$ cat src/rtl/lift_lcd_pkg.sv
// Shared constants for the lift status LCD driver: movement codes, HD44780
// command bytes, display text and the controller state encoding.
// Pure declarations, no logic.
package lift_lcd_pkg;

  // Movement codes as produced by the lift controller
  localparam logic [1:0] MOV_PARADO   = 2'd0;
  localparam logic [1:0] MOV_SUBINDO  = 2'd1;
  localparam logic [1:0] MOV_DESCENDO = 2'd2;
  localparam logic [1:0] MOV_ERRO     = 2'd3;

  // HD44780 command bytes (sent with RS = 0)
  localparam logic [7:0] CMD_FUNC_8BIT = 8'h38;  // 8-bit bus, 2 lines, 5x8 font
  localparam logic [7:0] CMD_DISP_ON   = 8'h0C;  // display on, cursor off
  localparam logic [7:0] CMD_CLEAR     = 8'h01;  // clear display, slow command
  localparam logic [7:0] CMD_ENTRY     = 8'h06;  // auto-increment, no shift
  localparam logic [7:0] CMD_LINE1     = 8'h80;  // DDRAM address 0x00
  localparam logic [7:0] CMD_LINE2     = 8'hC0;  // DDRAM address 0x40

  localparam logic [7:0] CHAR_SPACE = 8'h20;
  localparam logic [7:0] CHAR_ZERO  = 8'h30;
  localparam logic [7:0] CHAR_DASH  = 8'h2D;

  // 16-character line images, leftmost character in the MSB byte
  localparam logic [127:0] TXT_PARADO   = {"PARADO",   {10{CHAR_SPACE}}};
  localparam logic [127:0] TXT_SUBINDO  = {"SUBINDO",  {9{CHAR_SPACE}}};
  localparam logic [127:0] TXT_DESCENDO = {"DESCENDO", {8{CHAR_SPACE}}};
  localparam logic [127:0] TXT_ERRO     = {"ERRO",     {12{CHAR_SPACE}}};
  localparam logic [127:0] TXT_ANDAR    = {"ANDAR ",   {10{CHAR_SPACE}}};

  typedef enum logic [2:0] {
    ST_PWR_WAIT,
    ST_INIT,
    ST_IDLE,
    ST_LINE1_ADDR,
    ST_LINE1_CHARS,
    ST_LINE2_ADDR,
    ST_LINE2_CHARS
  } state_t;

  // Phase of the byte currently presented on the LCD pins
  typedef enum logic [1:0] {
    PH_SETUP,
    PH_PULSE,
    PH_WAIT
  } phase_t;

  // Power-up command list, indexed 0..3
  function automatic logic [7:0] init_cmd(input logic [1:0] idx);
    logic [7:0] cmd;
    case (idx)
      2'd0:    cmd = CMD_FUNC_8BIT;
      2'd1:    cmd = CMD_DISP_ON;
      2'd2:    cmd = CMD_CLEAR;
      default: cmd = CMD_ENTRY;
    endcase
    return cmd;
  endfunction

endpackage

$ cat src/rtl/lift_lcd_char_rom.sv
// Character lookup for the two display lines from the latched lift status.
// Purely combinational, zero latency.
// No flow control; the caller samples o_char when it loads the next byte.
module lift_lcd_char_rom
  import lift_lcd_pkg::*;
(
  input  logic       i_line,   // 0 = movement line, 1 = floor line
  input  logic [3:0] i_idx,    // column 0..15
  input  logic [1:0] i_mov,
  input  logic [3:0] i_floor,
  output logic [7:0] o_char
);

  logic [127:0] w_txt;
  logic [6:0]   w_sel;

  // Column 0 sits in the top byte, so the bit offset is (15 - idx) * 8
  assign w_sel = {~i_idx, 3'b000};

  // Pick the line image, then substitute the floor digit in column 6 of line 2
  always_comb begin
    w_txt = TXT_ERRO;
    if (i_line) begin
      w_txt = TXT_ANDAR;
    end else begin
      case (i_mov)
        MOV_PARADO:   w_txt = TXT_PARADO;
        MOV_SUBINDO:  w_txt = TXT_SUBINDO;
        MOV_DESCENDO: w_txt = TXT_DESCENDO;
        default:      w_txt = TXT_ERRO;
      endcase
    end

    o_char = w_txt[w_sel +: 8];
    if (i_line && (i_idx == 4'd6)) begin
      o_char = (i_floor <= 4'd8) ? (CHAR_ZERO + {4'd0, i_floor}) : CHAR_DASH;
    end
  end

endmodule

$ cat src/rtl/lift_lcd_status.sv
// Drives a 16x2 HD44780 LCD (8-bit, write-only) with the lift movement and floor.
// Each byte takes 1 setup + EN_PULSE_CYC + wait cycles; a refresh is 34 bytes.
// iUPDATE while busy is remembered as one pending refresh; it never aborts one.
module lift_lcd_status
  import lift_lcd_pkg::*;
#(
  parameter int PWR_WAIT_CYC = 1000000,
  parameter int EN_PULSE_CYC = 25,
  parameter int CMD_WAIT_CYC = 2500,
  parameter int CLR_WAIT_CYC = 100000
) (
  input  logic       iCLK,
  input  logic       iRST,
  input  logic [1:0] iMOVIMENTO,
  input  logic [3:0] iFLOOR,
  input  logic       iUPDATE,
  output logic       oBUSY,
  output logic [7:0] LCD_DATA,
  output logic       LCD_RW,
  output logic       LCD_EN,
  output logic       LCD_RS
);

  // One shared counter serves the power-up wait and every transfer phase
  localparam int MAX_A   = (PWR_WAIT_CYC > CLR_WAIT_CYC) ? PWR_WAIT_CYC : CLR_WAIT_CYC;
  localparam int MAX_B   = (EN_PULSE_CYC > CMD_WAIT_CYC) ? EN_PULSE_CYC : CMD_WAIT_CYC;
  localparam int MAX_CYC = (MAX_A > MAX_B) ? MAX_A : MAX_B;
  localparam int CNT_W   = $clog2(MAX_CYC + 1);

  localparam logic [CNT_W-1:0] PWR_LAST = CNT_W'(PWR_WAIT_CYC - 1);
  localparam logic [CNT_W-1:0] EN_LAST  = CNT_W'(EN_PULSE_CYC - 1);
  localparam logic [CNT_W-1:0] CMD_LAST = CNT_W'(CMD_WAIT_CYC - 1);
  localparam logic [CNT_W-1:0] CLR_LAST = CNT_W'(CLR_WAIT_CYC - 1);

  state_t           r_state;
  phase_t           r_phase;
  logic [CNT_W-1:0] r_cnt;
  logic [4:0]       r_idx;
  logic             r_pending;
  logic [1:0]       r_mov;
  logic [3:0]       r_floor;
  logic             r_busy;
  logic [7:0]       r_data;
  logic             r_en;
  logic             r_rs;

  logic [CNT_W-1:0] w_wait_last;
  logic             w_rom_line;
  logic [3:0]       w_rom_idx;
  logic [7:0]       w_char;

  // Clear is the only slow command; everything else uses the short wait
  assign w_wait_last = ((r_data == CMD_CLEAR) && !r_rs) ? CLR_LAST : CMD_LAST;

  // The ROM is addressed with the byte that will be loaded when the current one ends
  assign w_rom_line = (r_state == ST_LINE2_ADDR) || (r_state == ST_LINE2_CHARS);
  assign w_rom_idx  = ((r_state == ST_LINE1_CHARS) || (r_state == ST_LINE2_CHARS))
                      ? (r_idx[3:0] + 4'd1) : 4'd0;

  lift_lcd_char_rom u_char_rom (
    .i_line  (w_rom_line),
    .i_idx   (w_rom_idx),
    .i_mov   (r_mov),
    .i_floor (r_floor),
    .o_char  (w_char)
  );

  assign LCD_DATA = r_data;
  assign LCD_RW   = 1'b0;
  assign LCD_EN   = r_en;
  assign LCD_RS   = r_rs;
  assign oBUSY    = r_busy;

  // Controller FSM and byte transfer timer; all LCD pins are registered here
  always_ff @(posedge iCLK or posedge iRST) begin
    if (iRST) begin
      r_state   <= ST_PWR_WAIT;
      r_phase   <= PH_SETUP;
      r_cnt     <= '0;
      r_idx     <= '0;
      r_pending <= 1'b1;
      r_mov     <= MOV_PARADO;
      r_floor   <= 4'd0;
      r_busy    <= 1'b1;
      r_data    <= 8'h00;
      r_en      <= 1'b0;
      r_rs      <= 1'b0;
    end else begin
      // Strobes outside IDLE coalesce into a single follow-up refresh
      if (iUPDATE && (r_state != ST_IDLE)) begin
        r_pending <= 1'b1;
      end

      case (r_state)
        ST_PWR_WAIT: begin
          if (r_cnt == PWR_LAST) begin
            r_cnt   <= '0;
            r_idx   <= '0;
            r_data  <= init_cmd(2'd0);
            r_rs    <= 1'b0;
            r_phase <= PH_SETUP;
            r_state <= ST_INIT;
          end else begin
            r_cnt <= r_cnt + CNT_W'(1);
          end
        end

        ST_IDLE: begin
          r_busy <= 1'b0;
          if (r_pending || iUPDATE) begin
            r_mov     <= iMOVIMENTO;
            r_floor   <= iFLOOR;
            r_pending <= 1'b0;
            r_busy    <= 1'b1;
            r_cnt     <= '0;
            r_data    <= CMD_LINE1;
            r_rs      <= 1'b0;
            r_phase   <= PH_SETUP;
            r_state   <= ST_LINE1_ADDR;
          end
        end

        default: begin
          case (r_phase)
            PH_SETUP: begin
              r_en    <= 1'b1;
              r_cnt   <= '0;
              r_phase <= PH_PULSE;
            end

            PH_PULSE: begin
              if (r_cnt == EN_LAST) begin
                r_en    <= 1'b0;
                r_cnt   <= '0;
                r_phase <= PH_WAIT;
              end else begin
                r_cnt <= r_cnt + CNT_W'(1);
              end
            end

            default: begin
              if (r_cnt != w_wait_last) begin
                r_cnt <= r_cnt + CNT_W'(1);
              end else begin
                // Byte finished: present the next one (or stop) in the same cycle
                r_cnt   <= '0;
                r_phase <= PH_SETUP;
                case (r_state)
                  ST_INIT: begin
                    if (r_idx == 5'd3) begin
                      r_busy  <= 1'b0;
                      r_state <= ST_IDLE;
                    end else begin
                      r_idx  <= r_idx + 5'd1;
                      r_data <= init_cmd(r_idx[1:0] + 2'd1);
                      r_rs   <= 1'b0;
                    end
                  end

                  ST_LINE1_ADDR: begin
                    r_idx   <= '0;
                    r_data  <= w_char;
                    r_rs    <= 1'b1;
                    r_state <= ST_LINE1_CHARS;
                  end

                  ST_LINE1_CHARS: begin
                    if (r_idx == 5'd15) begin
                      r_data  <= CMD_LINE2;
                      r_rs    <= 1'b0;
                      r_state <= ST_LINE2_ADDR;
                    end else begin
                      r_idx  <= r_idx + 5'd1;
                      r_data <= w_char;
                    end
                  end

                  ST_LINE2_ADDR: begin
                    r_idx   <= '0;
                    r_data  <= w_char;
                    r_rs    <= 1'b1;
                    r_state <= ST_LINE2_CHARS;
                  end

                  default: begin
                    if (r_idx == 5'd15) begin
                      r_busy  <= 1'b0;
                      r_state <= ST_IDLE;
                    end else begin
                      r_idx  <= r_idx + 5'd1;
                      r_data <= w_char;
                    end
                  end
                endcase
              end
            end
          endcase
        end
      endcase
    end
  end

endmodule

$ cat config.mk
export PLATFORM = sky130hd
export DESIGN_NAME = lift_lcd_status
export DESIGN_NICKNAME = d
export VERILOG_FILES = /design/src/rtl/lift_lcd_pkg.sv /design/src/rtl/lift_lcd_char_rom.sv /design/src/rtl/lift_lcd_status.sv
export SDC_FILE = /design/constraint.sdc
export NUM_CORES = 1
export LEC_CHECK = 0
export CAP_MARGIN = 20
export CORE_UTILIZATION = 38
export DETAILED_ROUTE_END_ITERATION = 12
export GPL_TIMING_DRIVEN = 0
export SLEW_MARGIN = 10
export SYNTH_ARGS = -nofsm -noshare
export SYNTH_HDL_FRONTEND = slang
export SYNTH_SLANG_ARGS = --single-unit
$ cat constraint.sdc
create_clock -name iCLK -period 5.05 [get_ports iCLK]
set_clock_uncertainty 0.1 [all_clocks]
set_input_delay 0.505 -clock iCLK [delete_from_list [all_inputs] [get_ports iCLK]]
set_output_delay 0.505 -clock iCLK [all_outputs]
set_load 0.03 [all_outputs]
Figure 1. Signal wires on met2 (run 1).
Scale bar: 20 um. Cells faint in the background.
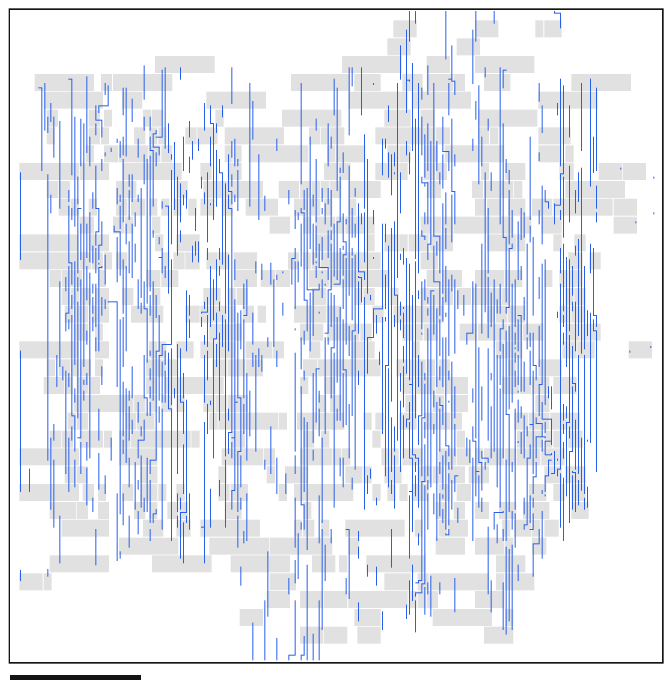
main direction: vertical
wire length on this layer: 5330 um
nets with wire on the layer: 408
longest straight run: 43.5 um
share of all routed wire: 49%

Figure 2. Metal 1 (run 1).
Scale bar: 20 um.
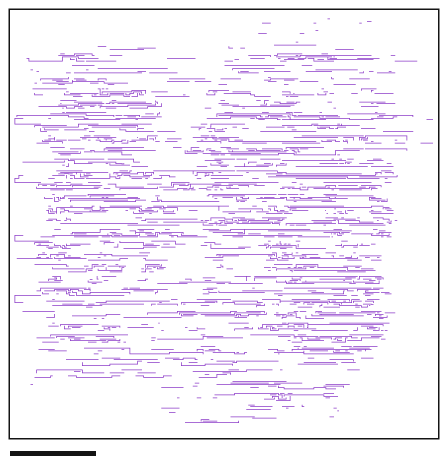
main direction: horizontal
longest straight run: 23.9 um
nets with wire on the layer: 458
share of all routed wire: 44%
wire length on this layer: 4760 um
M1 GR Usage: 28.84%
Post-Route WL: 10790 um
via count: 3572

==> results.py, run 1 <==
# Auto-generated metrics
metrics = {
    "status": {
        "status": "complete, no violations",
    },
    "job": {
        "warnings": 36,
    },
    "global_routing": {
        "grt_usage_pct": 23.12,
        "grt_pass1_vias": 3637,
        "grt_pass1_wl_um": 18170,
        "antenna_found_initial": 0,
        "met2_usage_pct": 40.01,
        "grt_max_degree": 36,
    },
    "sta": {
        "period_used_pct": 67.47,
        "rsz0062_at_grt": "false",
        "final_hold_viol_count": 0,
        "timing_max_transition_violations_final": 0,
        "fin_ws_ns": 1.643,
        "finalSetupTns_ns": 0,
        "setup_violations": 0,
        "holdWs_ns": 0.3614,
    },
    "cells_and_area": {
        "diodes": 0,
        "drive_gt1_share_pct": 7.143,
        "clkbuf_count": 7,
        "syn_to_final_growth_pct": 12.79,
        "seq_share_pct": 29.57,
        "comb_share_pct": 54.93,
        "lay_top_cells": "50 x o21ai_0, 49 x nand2_1, 46 x dfrtp_1, 35 x nor2_1, 23 x clkbuf_1",
    },
    "critical_path": {
        "reg2regPathDepth": 9,
        "max_stage_delay_ns": 0.68,
        "worstSetupStartpointType": "flip-flop",
        "cpLargestDelayFamily": "buffers and inverters",
        "critPathArrivalTime_ns": 3.54,
        "crit_start": "r_state[0]",
        "worstSetupPathType": "reg2reg",
    },
    "logic_synthesis": {
        "top_area_cell": "dfrtp_1",
        "ff_type": "dfrtp_1",
        "synth-area-yosys_mm2": 0.003608,
        "aoi_share_pct": 26.32,
        "ys_cells": 447,
        "fp_nets": 470,
        "xor_area_share_pct": 1.456,
    },
    "route": {
        "wl_met1_um": 4757,
        "vias_per_cell": 5.904,
        "wl_met3_um": 355,
        "wl_per_cell_um": 17.84,
    },
    "power_and_ir_drop": {
        "power_frac_comb_pct": 18.6,
        "leakage_uw": 0.001565,
        "finalPower_uw": 889.0,
        "clock_power_share_pct": 26.2,
        "p_int_uw": 593.9,
        "cellPowerDensity_mw_per_mm2": 218.4,
        "power_clock_uw": 233,
    },
    "cts": {
        "cts-buffers-inserted": 5,
        "clock_sinks": 48,
        "cts_tree": "yes",
        "cts_setup_buffers": 0,
        "clk_path_buf_depth": 2,
        "ctsHoldBuffers": 0,
    },
    "die": {
        "rows": 35,
        "fp-utilization_pct": 39.05,
        "tapCellCount": 129,
    },
    "placement": {
        "place_area_mm2": 0.003985,
    },
    "worst_hold_path": {
        "hold_class": "in2async",
    },
}
Figure 3. Signal wires on met4 (run 1).
Scale bar: 20 um.
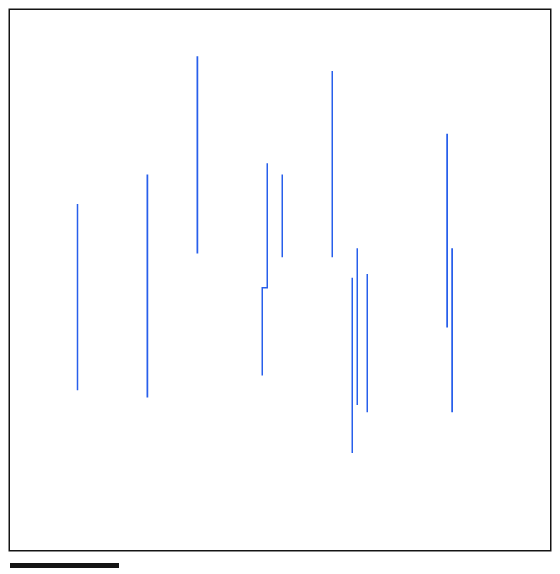
share of all routed wire: 3.3%
wire length on this layer: 350 um

Figure 4. The metal 3 layer (run 1).
Scale bar: 20 um. Cells faint in the background.
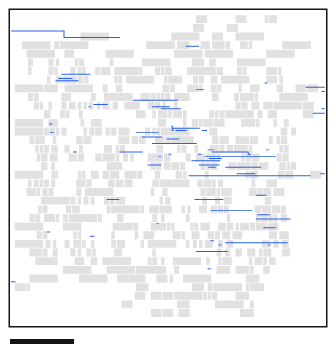
wire length on this layer: 356 um
longest straight run: 38.2 um
main direction: horizontal
met3 Usage GRT: 2.670%

Figure 5. Congestion heat map (run 1).
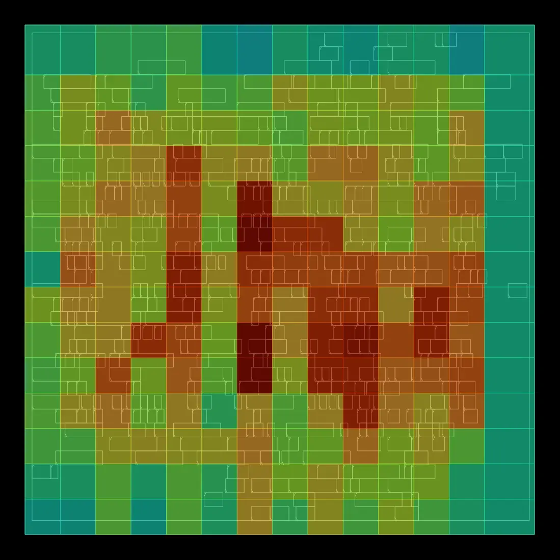

==> run 2, diff against run 1 <==
clock period = 3.3 ns   (was 5.05 ns; I/O delays follow)
Figure 6. Congestion heat map (run 2).
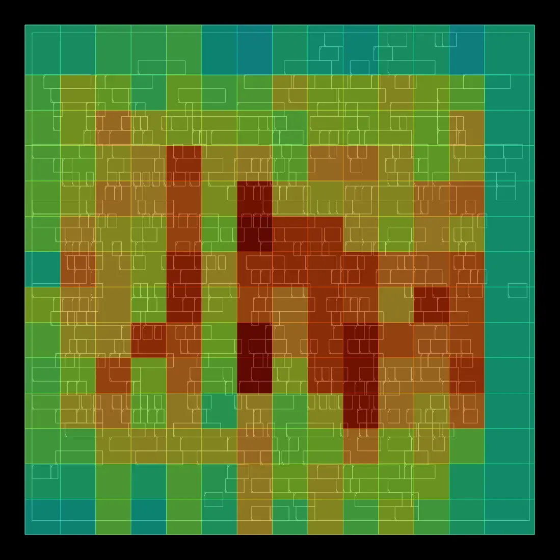
Most Crowded Layer GR: met2
Tot GR Track Use: 23.10%
met3 Usage GRT: 2.600%
wire length per cell: 17.96 um
M1 GR Usage: 28.88%

==> run 2 against run 1 <==
  * Sequential power rose by 53%
  * Via count up 0.50%
  * First-iteration DRC count increased by 3.9%
  * Design area is 0.52% higher
  * Routed wire length rose by 0.65%
  * Count of clock-buffer cells in the layout unchanged
  * Global-route usage barely moved
  * Non-clock buffer count unchanged
  * Critical path type unchanged
  * Highest routed layer unchanged
==> results.py, run 2 <==
# Auto-generated metrics
metrics = {
    "status": {
        "status": "complete, no violations",
    },
    "logic_synthesis": {
        "ys_cells": 447,
        "xor_area_share_pct": 1.456,
        "fp_nets": 470,
        "aoi_share_pct": 26.32,
        "synth.most_common_cell": "o21ai_0",
        "top_area_cell": "dfrtp_1",
        "ff_type": "dfrtp_1",
        "synth_simple_gate_area_share_pct": 25.38,
    },
    "power_and_ir_drop": {
        "clock_power_share_pct": 26.2,
        "power_clock_uw": 357,
        "power_frac_comb_pct": 18.6,
        "cellPowerDensity_mw_per_mm2": 332.9,
        "leakage_uw": 0.001577,
        "p_int_uw": 908.9,
        "finalPower_uw": 1362,
    },
    "placement": {
        "place_area_mm2": 0.003985,
        "dp_hpwl_um": 8139,
    },
    "job": {
        "warnings": 37,
    },
    "cts": {
        "ctsHoldBuffers": 0,
        "clock_sinks": 48,
        "cts-buffers-inserted": 5,
        "clk_path_buf_depth": 2,
        "cts_tree": "yes",
        "cts_setup_buffers": 0,
    },
    "worst_hold_path": {
        "hold_class": "in2async",
    },
    "cells_and_area": {
        "syn_to_final_growth_pct": 13.38,
        "lay_top_cells": "50 x o21ai_0, 49 x nand2_1, 46 x dfrtp_1, 34 x nor2_1, 21 x clkbuf_1",
        "comb_share_pct": 55.11,
        "clkbuf_count": 7,
        "seq_share_pct": 29.42,
        "diodes": 0,
    },
    "critical_path": {
        "reg2regPathDepth": 6,
        "critPathArrivalTime_ns": 3.20,
        "worstPathRequired_ns": 3.36,
        "cpLargestDelayFamily": "simple AND/OR/NAND/NOR gates",
        "worstSetupStartpointType": "flip-flop",
        "max_stage_delay_ns": 0.56,
        "crit_start": "r_cnt[5]",
        "worstSetupPathType": "reg2reg",
    },
    "sta": {
        "rsz0062_at_grt": "true",
        "period_used_pct": 94.96,
        "timing_max_transition_violations_final": 0,
        "finalSetupTns_ns": 0,
        "fin_ws_ns": 0.1663,
        "setup_violations": 0,
    },
    "global_routing": {
        "met2_usage_pct": 40.22,
        "grt_max_degree": 36,
        "grt_pass1_wl_um": 18170,
        "antenna_found_initial": 0,
    },
    "route": {
        "detail-route-antenna-nets": 0,
        "wl_met3_um": 366,
        "wl_met1_um": 4822,
        "vias_per_cell": 5.934,
    },
    "die": {
        "fp-utilization_pct": 39.05,
        "rows": 35,
        "tapCellCount": 129,
    },
}
Figure 7. Signal wires on met4 (run 2).
Scale bar: 20 um.
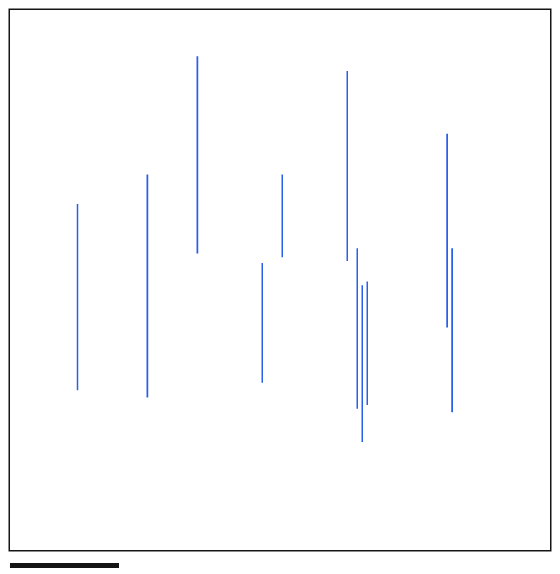
wire length on this layer: 328 um
share of all routed wire: 3.0%
longest straight run: 40.8 um
via count: 3590
Post-Route WL: 10860 um

Power and IR drop assume default switching activity.
